File: config.mk
export PLATFORM = sky130hd
export DESIGN_NAME = pp_accum_sequencer
export DESIGN_NICKNAME = d
export VERILOG_FILES = /design/src/rtl/pp_accum_sequencer.sv
export SDC_FILE = /design/constraint.sdc
export NUM_CORES = 1
export LEC_CHECK = 0
export CAP_MARGIN = 20
export CORE_AREA = 2 2 95 97
export DETAILED_ROUTE_END_ITERATION = 8
export DIE_AREA = 0 0 97 99
export PLACE_DENSITY = 0.86
export SYNTH_ARGS = -nofsm -noshare
export SYNTH_HDL_FRONTEND = slang
export SYNTH_SLANG_ARGS = --single-unit
File: constraint.sdc
create_clock -name clk -period 5 [get_ports clk]
set_clock_uncertainty 0.05 [all_clocks]
set_input_delay 1 -clock clk [delete_from_list [all_inputs] [get_ports clk]]
set_output_delay 1 -clock clk [all_outputs]
set_load 0.005 [all_outputs]
File: src/rtl/pp_accum_sequencer.sv
// Partial-product accumulation sequencer: feeds a shared 41b+21b adder one term per cycle
// and registers its sum into a running accumulator, with start/done and valid/ready handshakes.
module pp_accum_sequencer #(
  parameter int ACC_W = 41,
  parameter int PP_W  = 21,
  parameter int CNT_W = 6
) (
  input  logic             clk,
  input  logic             rst_n,
  input  logic             start,
  input  logic [CNT_W-1:0] num_terms,
  input  logic [ACC_W-1:0] init_val,
  input  logic             abort,
  input  logic             pp_valid,
  input  logic [PP_W-1:0]  pp_data,
  output logic             pp_ready,
  output logic [ACC_W-1:0] add_a,
  output logic [PP_W-1:0]  add_b,
  input  logic [ACC_W:0]   add_sum,
  output logic             res_valid,
  input  logic             res_ready,
  output logic [ACC_W-1:0] result,
  output logic             overflow,
  output logic             busy
);

  // state | meaning
  // IDLE  | waiting for start
  // ACCUM | accepting one partial product per pp_valid cycle
  // DONE  | result held until res_ready
  localparam logic [1:0] S_IDLE  = 2'd0;
  localparam logic [1:0] S_ACCUM = 2'd1;
  localparam logic [1:0] S_DONE  = 2'd2;

  logic [1:0]       state_q, state_d;
  logic [ACC_W-1:0] acc_q, acc_d;
  logic [CNT_W-1:0] rem_q, rem_d;
  logic             ovf_q, ovf_d;
  logic             accept;

  assign accept    = (state_q == S_ACCUM) && pp_valid;
  assign pp_ready  = (state_q == S_ACCUM);
  assign res_valid = (state_q == S_DONE);
  assign busy      = (state_q != S_IDLE);
  assign add_a     = acc_q;
  assign add_b     = pp_data;
  assign result    = acc_q;
  assign overflow  = ovf_q;

  always_comb begin
    state_d = state_q;
    acc_d   = acc_q;
    rem_d   = rem_q;
    ovf_d   = ovf_q;
    case (state_q)
      S_IDLE: begin
        if (start) begin
          acc_d   = init_val;
          rem_d   = num_terms;
          ovf_d   = 1'b0;
          state_d = (num_terms != '0) ? S_ACCUM : S_DONE;
        end
      end
      S_ACCUM: begin
        if (accept) begin
          acc_d = add_sum[ACC_W-1:0];
          ovf_d = ovf_q | add_sum[ACC_W];
          rem_d = rem_q - CNT_W'(1);
          if (rem_q == CNT_W'(1)) state_d = S_DONE;
        end
      end
      S_DONE: begin
        if (res_ready) state_d = S_IDLE;
      end
      default: state_d = S_IDLE;
    endcase
    // Abort overrides everything except the accumulator update of a same-cycle accept,
    // and also suppresses a start that would otherwise reload acc in IDLE.
    if (abort) begin
      state_d = S_IDLE;
      ovf_d   = 1'b0;
      if (state_q == S_IDLE) begin
        acc_d = acc_q;
        rem_d = rem_q;
      end
    end
  end

  always_ff @(posedge clk or negedge rst_n) begin
    if (!rst_n) begin
      state_q <= S_IDLE;
      acc_q   <= '0;
      rem_q   <= '0;
      ovf_q   <= 1'b0;
    end else begin
      state_q <= state_d;
      acc_q   <= acc_d;
      rem_q   <= rem_d;
      ovf_q   <= ovf_d;
    end
  end

endmodule

### Signal wires on met3

(6 px per um)
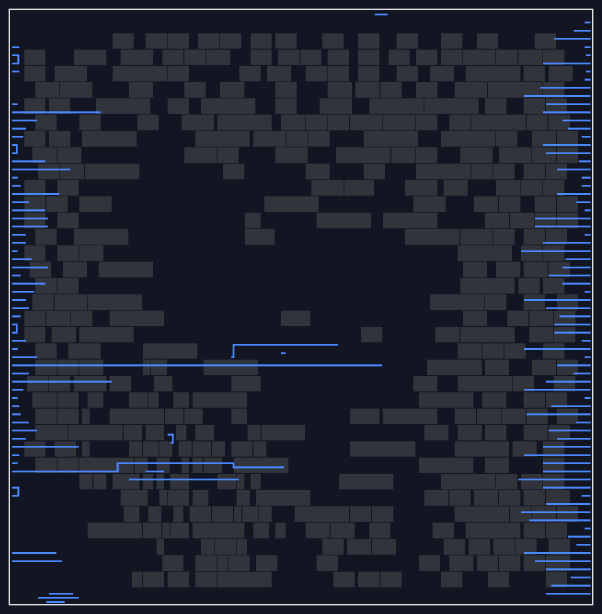
The longest straight run is 61.4 um. 125 nets have wire on it. The layer holds 8.9% of the routed length.

### Congestion heat map

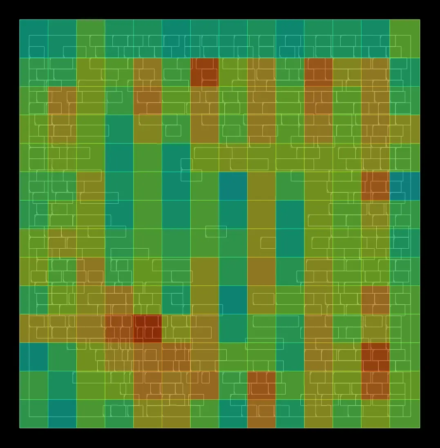
DR WL/cell: 16.71 um
Most Used Layer, Global Route: met2
overall global routing resource usage: 16.67%

### M2 wires

(4 px per um)
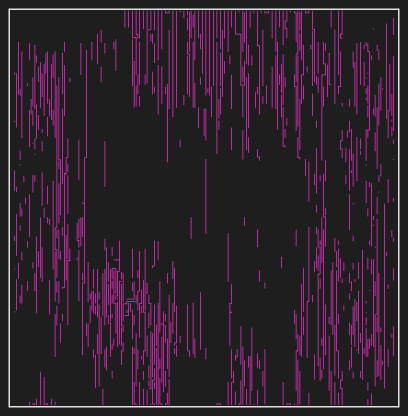
The longest straight run is 46.1 um. The layer carries 4150 um of wire. 440 nets have wire on it. The wires run mostly vertical. The layer holds 51% of the routed length.
aggregate routed wire length: 8137 um
routed via count: 2356
routing usage on met2: 29.54%

### Signal wires on met1

(4 px per um) Supply wires on this layer in grey.
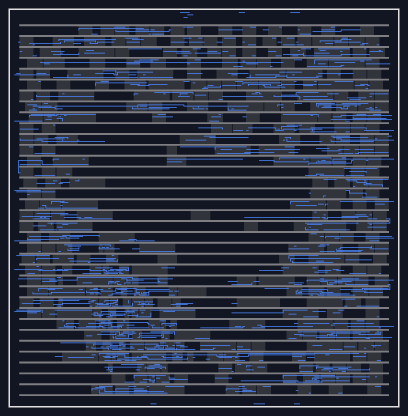
The wires run mostly horizontal. The layer carries 3230 um of wire. The longest straight run is 60.7 um. 380 nets have wire on it.
met1 Use GR: 19.58%

critical path, stage by stage (launching register included):
cell and delay, ns:
sky130_fd_sc_hd__dfrtp_1 0.63, sky130_fd_sc_hd__nand2b_1 0.33, sky130_fd_sc_hd__inv_2 0.17, sky130_fd_sc_hd__clkdlybuf4s50_1 0.52
through the flow:
stage	cell area, um^2	hold slack (ns)	utilization (%)
6_report	4733	0.4910	55.36
5_1_grt	4733	0.5138	55.36
2_1_floorplan	3254	0.4478	-
3_5_place_dp	4599	0.4767	53.79
3_3_place_gp	4599	0.4696	53.79
4_1_cts	4713	0.4975	55.12
state kept, by name (all words and copies together) (netlist names):
signal	flops
rem_q	6
overflow	1
add_a	41
state_q	2
==> summary.txt <==
Status of the implementation.

- For this configuration, the core starts out at a cell density of 38.06%.
- Counting along the longest clock path gives a buffer depth of 2.
- The synthesis run shows multiplexers occupying 31.14% of the cell area.
- In this run the worst setup path begins at state_q[0]$_DFFE_PN0P_.
- By area, the class that comes first in the final layout consists of buffers.
- Combinational logic burns 53.0% of the power.
- The final-report setup violation count is 0, for reference.
- The number of hold-slack violations in the final timing report is 0, for reference.
- In the global route stage, met3 resource usage came out at 5.532%.
- After detailed routing, the met2 layer carries 4150 um of wire.
- The number of cells in the design after placement is 478, for reference.
- The count of warnings emitted by yosys is 0, for reference.
- Per the detail_route report, vias per standard cell equal 4.838.
- The DRC violation total left in the routed layout is recorded as 0.
- In this run the critical register-to-register path is captured at add_a[29]$_DFFE_PN0P_.
- The sequential logic power is 0.749 mW, for reference.
- After synthesis the netlist holds a flip-flop and latch count of 50.
- The run finished with clean final reports.
- After its last routability iteration, the placer logged a weighted congestion of 0.8236.
- Note that the worst hold path type here is reg2reg.
- The area growth from synthesis to layout is 45.44%, for reference.
- Data on the critical path is required at its endpoint by 3.95 ns.
- The net count of the finished layout is 496, for reference.
- In this run, flip-flops and latches consume 33.9% of the power.
- The total standard cell area after synthesis is 3254 um^2, for reference.
- The worst pin sits at a relative slew slack of 46.27%.
- Max-cap violations in this run came to 0.
- After synthesis, the largest family of logic cells by area is multiplexers.
- The number of buffers created by CTS is 5, for reference.
- The storage element area is 1251 um^2, for reference.
- The total area inside the core boundary comes to 8551 um^2.
- Once detail routing completed, the nets flagged for antenna violations numbered 0.
- The final layout reports a setup TNS of 0 ns.
- The count of hold buffers inserted by post-cts repair is 0, for reference.
- The total of clock buffers placed in the layout is 5, for reference.
- The number of global-route vias before repair is 2538, for reference.
- The top cell type by total area after synthesis is sky130_fd_sc_hd__dfrtp_1, for reference.
- The hold path startpoint is add_a[10]$_DFFE_PN0P_, for reference.
- Combinational power for this build is 1.17 mW.
- Signal routing reaches up to met4.
- The switching share of total power is 29.04%, for reference.
- The report lists the power per cell area as 466.1 nW/um^2.
- The worst register-to-register path has a depth of 5.
- Sequential elements use 38.45% of the synthesized area.
- The clock insertion delay at the later pin of the skew report is 0.30 ns, for reference.
- In the final layout, excluding clock buffers the buffer count is 182.
- The area fraction in compound gates after synthesis is 4.998%, for reference.
- The number of gates given a new drive strength after cts is 0, for reference.
- The net count after synthesis is 382, for reference.
- There are 50 flip-flops and latches.
- For this run the aggregate overflow at the end of global routing stands at 0.
- The library cells used most frequently in the layout, excluding fill and tap cells, are 179 x sky130_fd_sc_hd__clkdlybuf4s50_1, 58 x sky130_fd_sc_hd__mux2_2, 50 x sky130_fd_sc_hd__dfrtp_1.
- The buffer cell driving the clock tree root is sky130_fd_sc_hd__clkbuf_8, for reference.
- The worst path uses 59.95% of the clock period.
- Per the post-CTS timing run, clock transition at the registers of the reported paths is 0.10 ns.
- The synthesized netlist devotes 0% of its cell area to XOR and XNOR gates.
- The well-tap cell count is 108, for reference.
- The number of pins with negative max-slew slack in the final report is 0, for reference.
- The clock sink count is 50, for reference.
- Of the total standard cell area in the layout, the sequential portion is 26.43%.
- The highest clock frequency the design can meet is 333.6 MHz, for reference.
- The chip area from the yosys synthesis statistics is 3254 um^2, for reference.
- The power report puts the leakage power at 1.913 nW.
- In this run, the clock network consumes 13.1% of the power.
- The tool warning count for the run is 27.
- The net switching power is 0.6407 mW, for reference.
- In this run, power in the clock network comes to 0.288 mW.
- The final timing report derives a shortest allowable period of 2.997 ns.
- Among logic cells in the layout, the one with the most instances is sky130_fd_sc_hd__clkdlybuf4s50_1.
- The number of distinct library cell variants in the gate-level netlist after synthesis is 39, for reference.
- The routed design uses 727 um of met3 wire.
- The worst setup path is of the reg2out kind.
- The critical path arrival is 1.95 ns, for reference.
- The worst setup path is captured at an output port.
- By area the synthesized netlist is led by sky130_fd_sc_hd__dfrtp_1 38%, sky130_fd_sc_hd__mux2_2 20%, sky130_fd_sc_hd__buf_4 15%.
- The most used flip-flop cell after synthesis is sky130_fd_sc_hd__dfrtp_1.
- The overall die size recorded for this design is 9603 um^2.
- The design internal power is 1.566 mW, for reference.
- Setup repair after global routing left no endpoint under its margin.
- The transition time recorded at the tightest slew-check pin is 0.8060 ns.
- The startpoint type of the worst setup path is a register, for reference.
- The die is 97 um wide.
- The area fraction in full adders, half adders and majority gates is 0.7689%, for reference.
- The first global-routing pass estimated 13060 um of wire.
- The number of buffers inserted by post-CTS setup repair is 0, for reference.
- The number of I/O port buffers is 180, for reference.
- Yosys mapped a number of flops with a built-in enable equal to 0.
- The number of standard cells in the final layout excluding fillers is 487, for reference.
- The worst hold endpoint is add_a[10]$_DFFE_PN0P_, for reference.
- The maximum number of pins on one net before global-route repair is 51, for reference.
- In the final layout, excluding clock inverters the inverter count is 6.
- In the final layout, the multi-input gates occupy 1386 um^2.
- The number of antenna violations at the first check in global routing is 0, for reference.
- The synthesized area per cell is 12.33 um^2, for reference.
- The pre-CTS worst setup slack is 1.684 ns, for reference.
- The flop-to-flop setup slack is 2.51 ns, for reference.
No activity file was given, so power comes from the tool's default toggle rates.
